$ cat src/rtl/pwm_multi_burst.sv
// Multi-channel PWM with a shared period counter, continuous or burst operation, and shadowed period/duty/burst settings.
// Optional per-channel output polarity is enabled by defining PWM_POLARITY_EN.
module pwm_multi_burst #(
  parameter int CH = 4,
  parameter int CW = 16,
  parameter int BW = 8
) (
  input  logic             clk,
  input  logic             rst,
  input  logic             start,
  input  logic             stop,
  input  logic             mode,
  input  logic             load,
  input  logic [CW-1:0]    period,
  input  logic [CH*CW-1:0] duty,
  input  logic [BW-1:0]    burst_len,
`ifdef PWM_POLARITY_EN
  input  logic [CH-1:0]    pol,
`endif
  output logic [CH-1:0]    pwm_out,
  output logic             period_tick,
  output logic             done,
  output logic             busy
);

  typedef enum logic [1:0] {IDLE = 2'd0, RUN = 2'd1, STOPPING = 2'd2} state_t;

  state_t             state, stateNext;
  logic [CW-1:0]      cnt, cntNext;
  logic [CW-1:0]      perQ, perNext;
  logic [CH*CW-1:0]   dutyQ, dutyNext;
  logic [BW-1:0]      burstQ, burstNext;
  logic               modeQ, modeNext;
  logic [BW-1:0]      wrapCnt, wrapNext;
  logic [CW-1:0]      shPer;
  logic [CH*CW-1:0]   shDuty;
  logic [BW-1:0]      shBurst;
  logic               wrap, lastPeriod, startOk;
  logic               busyNext, tickNext, doneNext;
  logic [CH-1:0]      cmpNext, pwmNext, polVec;

`ifdef PWM_POLARITY_EN
  assign polVec = pol;
`else
  assign polVec = {CH{1'b0}};
`endif

  // Next-state, next-counter and next-active-settings decode
  always_comb begin
    stateNext = state;
    cntNext   = cnt;
    perNext   = perQ;
    dutyNext  = dutyQ;
    burstNext = burstQ;
    modeNext  = modeQ;
    wrapNext  = wrapCnt;
    wrap      = (cnt == (perQ - CW'(1)));
    // The wrap being evaluated is the (wrapCnt+1)-th of this burst
    lastPeriod = modeQ && (({1'b0, wrapCnt} + (BW+1)'(1)) >= {1'b0, burstQ});
    startOk   = start && !(mode && (shBurst == BW'(0)));
    case (state)
      IDLE: begin
        if (startOk) begin
          stateNext = RUN;
          cntNext   = CW'(0);
          perNext   = shPer;
          dutyNext  = shDuty;
          burstNext = shBurst;
          modeNext  = mode;
          wrapNext  = BW'(0);
        end else begin
          stateNext = IDLE;
        end
      end
      RUN: begin
        if (wrap) begin
          cntNext = CW'(0);
          if (lastPeriod) begin
            stateNext = IDLE;
          end else begin
            stateNext = stop ? STOPPING : RUN;
            perNext   = shPer;
            dutyNext  = shDuty;
            burstNext = shBurst;
            wrapNext  = wrapCnt + BW'(1);
          end
        end else begin
          cntNext   = cnt + CW'(1);
          stateNext = stop ? STOPPING : RUN;
        end
      end
      STOPPING: begin
        if (wrap) begin
          cntNext   = CW'(0);
          stateNext = IDLE;
        end else begin
          cntNext   = cnt + CW'(1);
          stateNext = STOPPING;
        end
      end
      default: begin
        stateNext = IDLE;
        cntNext   = CW'(0);
      end
    endcase
  end

  // Output decode from next-cycle values so registered outputs line up with cnt
  always_comb begin
    busyNext = (stateNext != IDLE);
    tickNext = busyNext && (cntNext == (perNext - CW'(1)));
    doneNext = (state != IDLE) && (stateNext == IDLE);
    for (int i = 0; i < CH; i++) begin
      cmpNext[i] = (cntNext < dutyNext[i*CW +: CW]);
    end
    pwmNext = ({CH{busyNext}} & cmpNext) ^ polVec;
  end

  // State, counters, active/shadow settings and registered outputs
  always_ff @(posedge clk) begin
    if (rst) begin
      state       <= IDLE;
      cnt         <= CW'(0);
      perQ        <= CW'(2);
      dutyQ       <= {(CH*CW){1'b0}};
      burstQ      <= BW'(1);
      modeQ       <= 1'b0;
      wrapCnt     <= BW'(0);
      shPer       <= CW'(2);
      shDuty      <= {(CH*CW){1'b0}};
      shBurst     <= BW'(1);
      pwm_out     <= polVec;
      period_tick <= 1'b0;
      done        <= 1'b0;
      busy        <= 1'b0;
    end else begin
      state       <= stateNext;
      cnt         <= cntNext;
      perQ        <= perNext;
      dutyQ       <= dutyNext;
      burstQ      <= burstNext;
      modeQ       <= modeNext;
      wrapCnt     <= wrapNext;
      pwm_out     <= pwmNext;
      period_tick <= tickNext;
      done        <= doneNext;
      busy        <= busyNext;
      if (load) begin
        shPer   <= (period < CW'(2)) ? CW'(2) : period;
        shDuty  <= duty;
        shBurst <= burst_len;
      end else begin
        shPer   <= shPer;
        shDuty  <= shDuty;
        shBurst <= shBurst;
      end
    end
  end

endmodule

$ cat config.mk
export PLATFORM = sky130hd
export DESIGN_NAME = pwm_multi_burst
export DESIGN_NICKNAME = d
export VERILOG_FILES = /design/src/rtl/pwm_multi_burst.sv
export SDC_FILE = /design/constraint.sdc
export NUM_CORES = 1
export LEC_CHECK = 0
export ABC_AREA = 1
export CAP_MARGIN = 30
export CELL_PAD_IN_SITES_DETAIL_PLACEMENT = 1
export CELL_PAD_IN_SITES_GLOBAL_PLACEMENT = 1
export CORE_ASPECT_RATIO = 1.25
export CORE_MARGIN = 2
export CORE_UTILIZATION = 42
export DETAILED_ROUTE_END_ITERATION = 7
export PLACE_DENSITY = 0.87
export SLEW_MARGIN = 0
export SYNTH_ARGS = -nofsm -noshare
export SYNTH_HDL_FRONTEND = slang
export SYNTH_SLANG_ARGS = --single-unit
$ cat constraint.sdc
create_clock -name clk -period 5.2 [get_ports clk]
set_clock_uncertainty 0.1 [all_clocks]
set_input_delay 0.78 -clock clk [delete_from_list [all_inputs] [get_ports clk]]
set_output_delay 0.78 -clock clk [all_outputs]
set_load 0.02 [all_outputs]
run_1/clock_wires.png
Drawn at 2 px/um.
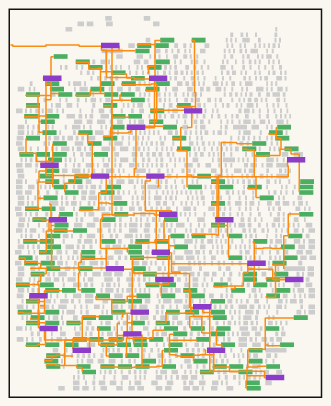
- flip-flops: green (count 210)
- clock wires: orange (length 3000 um)
- clock-net drivers: purple (count 25)
- routed clock nets: 26
- flops lie: widely spread
Clock group: 0.00184 W
Clk pwr share: 0.379

run_1/class_map.png
Drawn at 2 px/um. Fill, decap, tap and diode cells in grey.
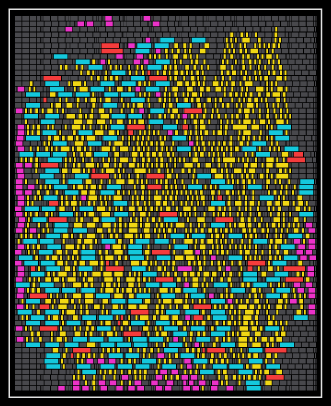
- registers: cyan (cells 210; share of their area 31%)
- clock drivers and dummy loads: red (cells 46; share of their area 6.3%)
- remaining logic cells: yellow (cells 1459; share of their area 55%)
- remaining buffers and delay cells: magenta (cells 123; share of their area 8.6%)
Core Util, Final: 0.502
core area: 28300 um^2
FP Rows: 69

==> results.json, run 1 <==
{
  "ys_area_um2": 12000,
  "dpl.hpwl_um": 29000,
  "worstHoldStart": "burstQ[0]",
  "top_layer_used": "met4",
  "tightest_slew_ps": 999,
  "ys_cells": 1742,
  "clk_latency_ps": 540,
  "die_x_um": 155,
  "setup_viol": 0,
  "ys.flop_type": "dfxtp_1",
  "grt_max_degree": 95,
  "die_area_um2": 30000,
  "hold_class": "register to register",
  "stdcell_area_um2": 14200,
  "cts_made_buffers": 25,
  "clock_cell_area_share": 0.0608,
  "flops": 210,
  "power_frac_seq": 0.371,
  "yosys.stat.seqShare": 0.349,
  "area_growth_pct": 18.2,
  "place_congestion": 0.921,
  "lay_top_cells": "339 x nand2_1, 330 x nor2_1, 210 x dfxtp_1",
  "most_common_cell": "nand2_1",
  "critical-path-top-delay-family": "simple AND/OR/NAND/NOR gates",
  "drv_slew": 0,
  "m1WireLength_um": 16400,
  "track_usage": 0.266,
  "outcome": "complete, no violations",
  "drc": 0,
  "p_sw_w": 0.00161,
  "largestRegisters": "dutyQ: 64 flops, shDuty: 64 flops",
  "simple_gate_share": 0.318,
  "met2_length_um": 20000,
  "cts_resized": 0,
  "nNonClkBuffers": 123,
  "dp.cells": 2147,
  "diodes": 0
}
run_1/port_trees.png
Drawn at 2 px/um.
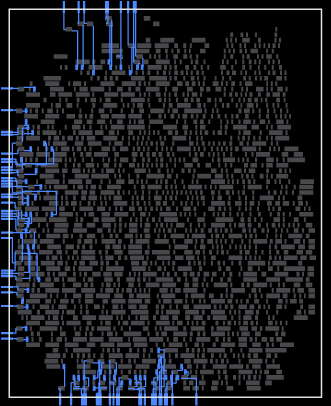
- `duty`: blue (bits 64; direction input; edge 31 left, 24 bottom, 9 top; end cells 64; wire 1090 um)

run_1/m2.png
Drawn at 2 px/um.
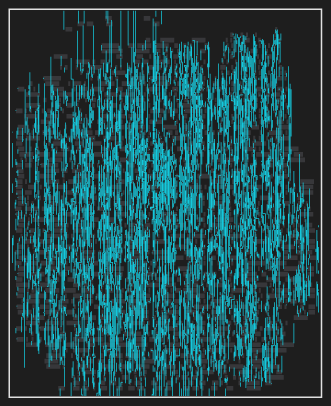

==> run 1 -> run 2 <==
- CORE_ASPECT_RATIO: 1.25 -> 1.5
run_2/m2.png
Drawn at 2 px/um.
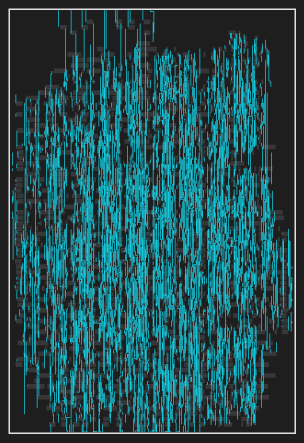
- main direction: vertical
- nets with wire on the layer: 1755
WL final: 41100 um
via count: 12119
GR Util met2: 0.517

==> run 2 against run 1 <==
Effect of this change:
- register-to-register slack worse by 20 ps
- critical path depth is 1 lower
- critical path type unchanged
- synthesized cell count unchanged
- sequential share of layout area about the same
- power grew 0.63%
- largest power group unchanged
- critical endpoint unchanged
- utilization grew 0.53 points
- synthesized area stayed put
- combinational power is essentially flat
- clock power barely moved
- final cell count down 0.50%
==> results.json, run 2 <==
{
  "hold_class": "register to register",
  "flops": 210,
  "tightest_slew_ps": 967,
  "cts_resized": 0,
  "core_um2": 28100,
  "clk_latency_ps": 540,
  "largestRegisters": "dutyQ: 64 flops, shDuty: 64 flops",
  "ys_area_um2": 12000,
  "lay_top_cells": "339 x nand2_1, 330 x nor2_1, 210 x dfxtp_1",
  "grt_max_degree": 94,
  "dpl.hpwl_um": 29800,
  "die_area_um2": 30000,
  "drv_slew": 0,
  "track_usage": 0.273,
  "clkPwrFrac": 0.381,
  "met2_length_um": 21500,
  "stdcell_area_um2": 14200,
  "area_growth_pct": 18.4,
  "dp.cells": 2139,
  "place_congestion": 0.903,
  "most_common_cell": "nand2_1",
  "p_sw_w": 0.00161,
  "yosys.stat.seqShare": 0.349,
  "top_layer_used": "met4",
  "clock_cell_area_share": 0.0607,
  "die_x_um": 142,
  "row_count": 75,
  "p_clk_w": 0.00186,
  "outcome": "complete, no violations",
  "worstHoldStart": "burstQ[2]",
  "setup_viol": 0,
  "critical-path-top-delay-family": "simple AND/OR/NAND/NOR gates",
  "ys.flop_type": "dfxtp_1",
  "diodes": 0
}
Power is estimated from default activity; no workload was simulated.
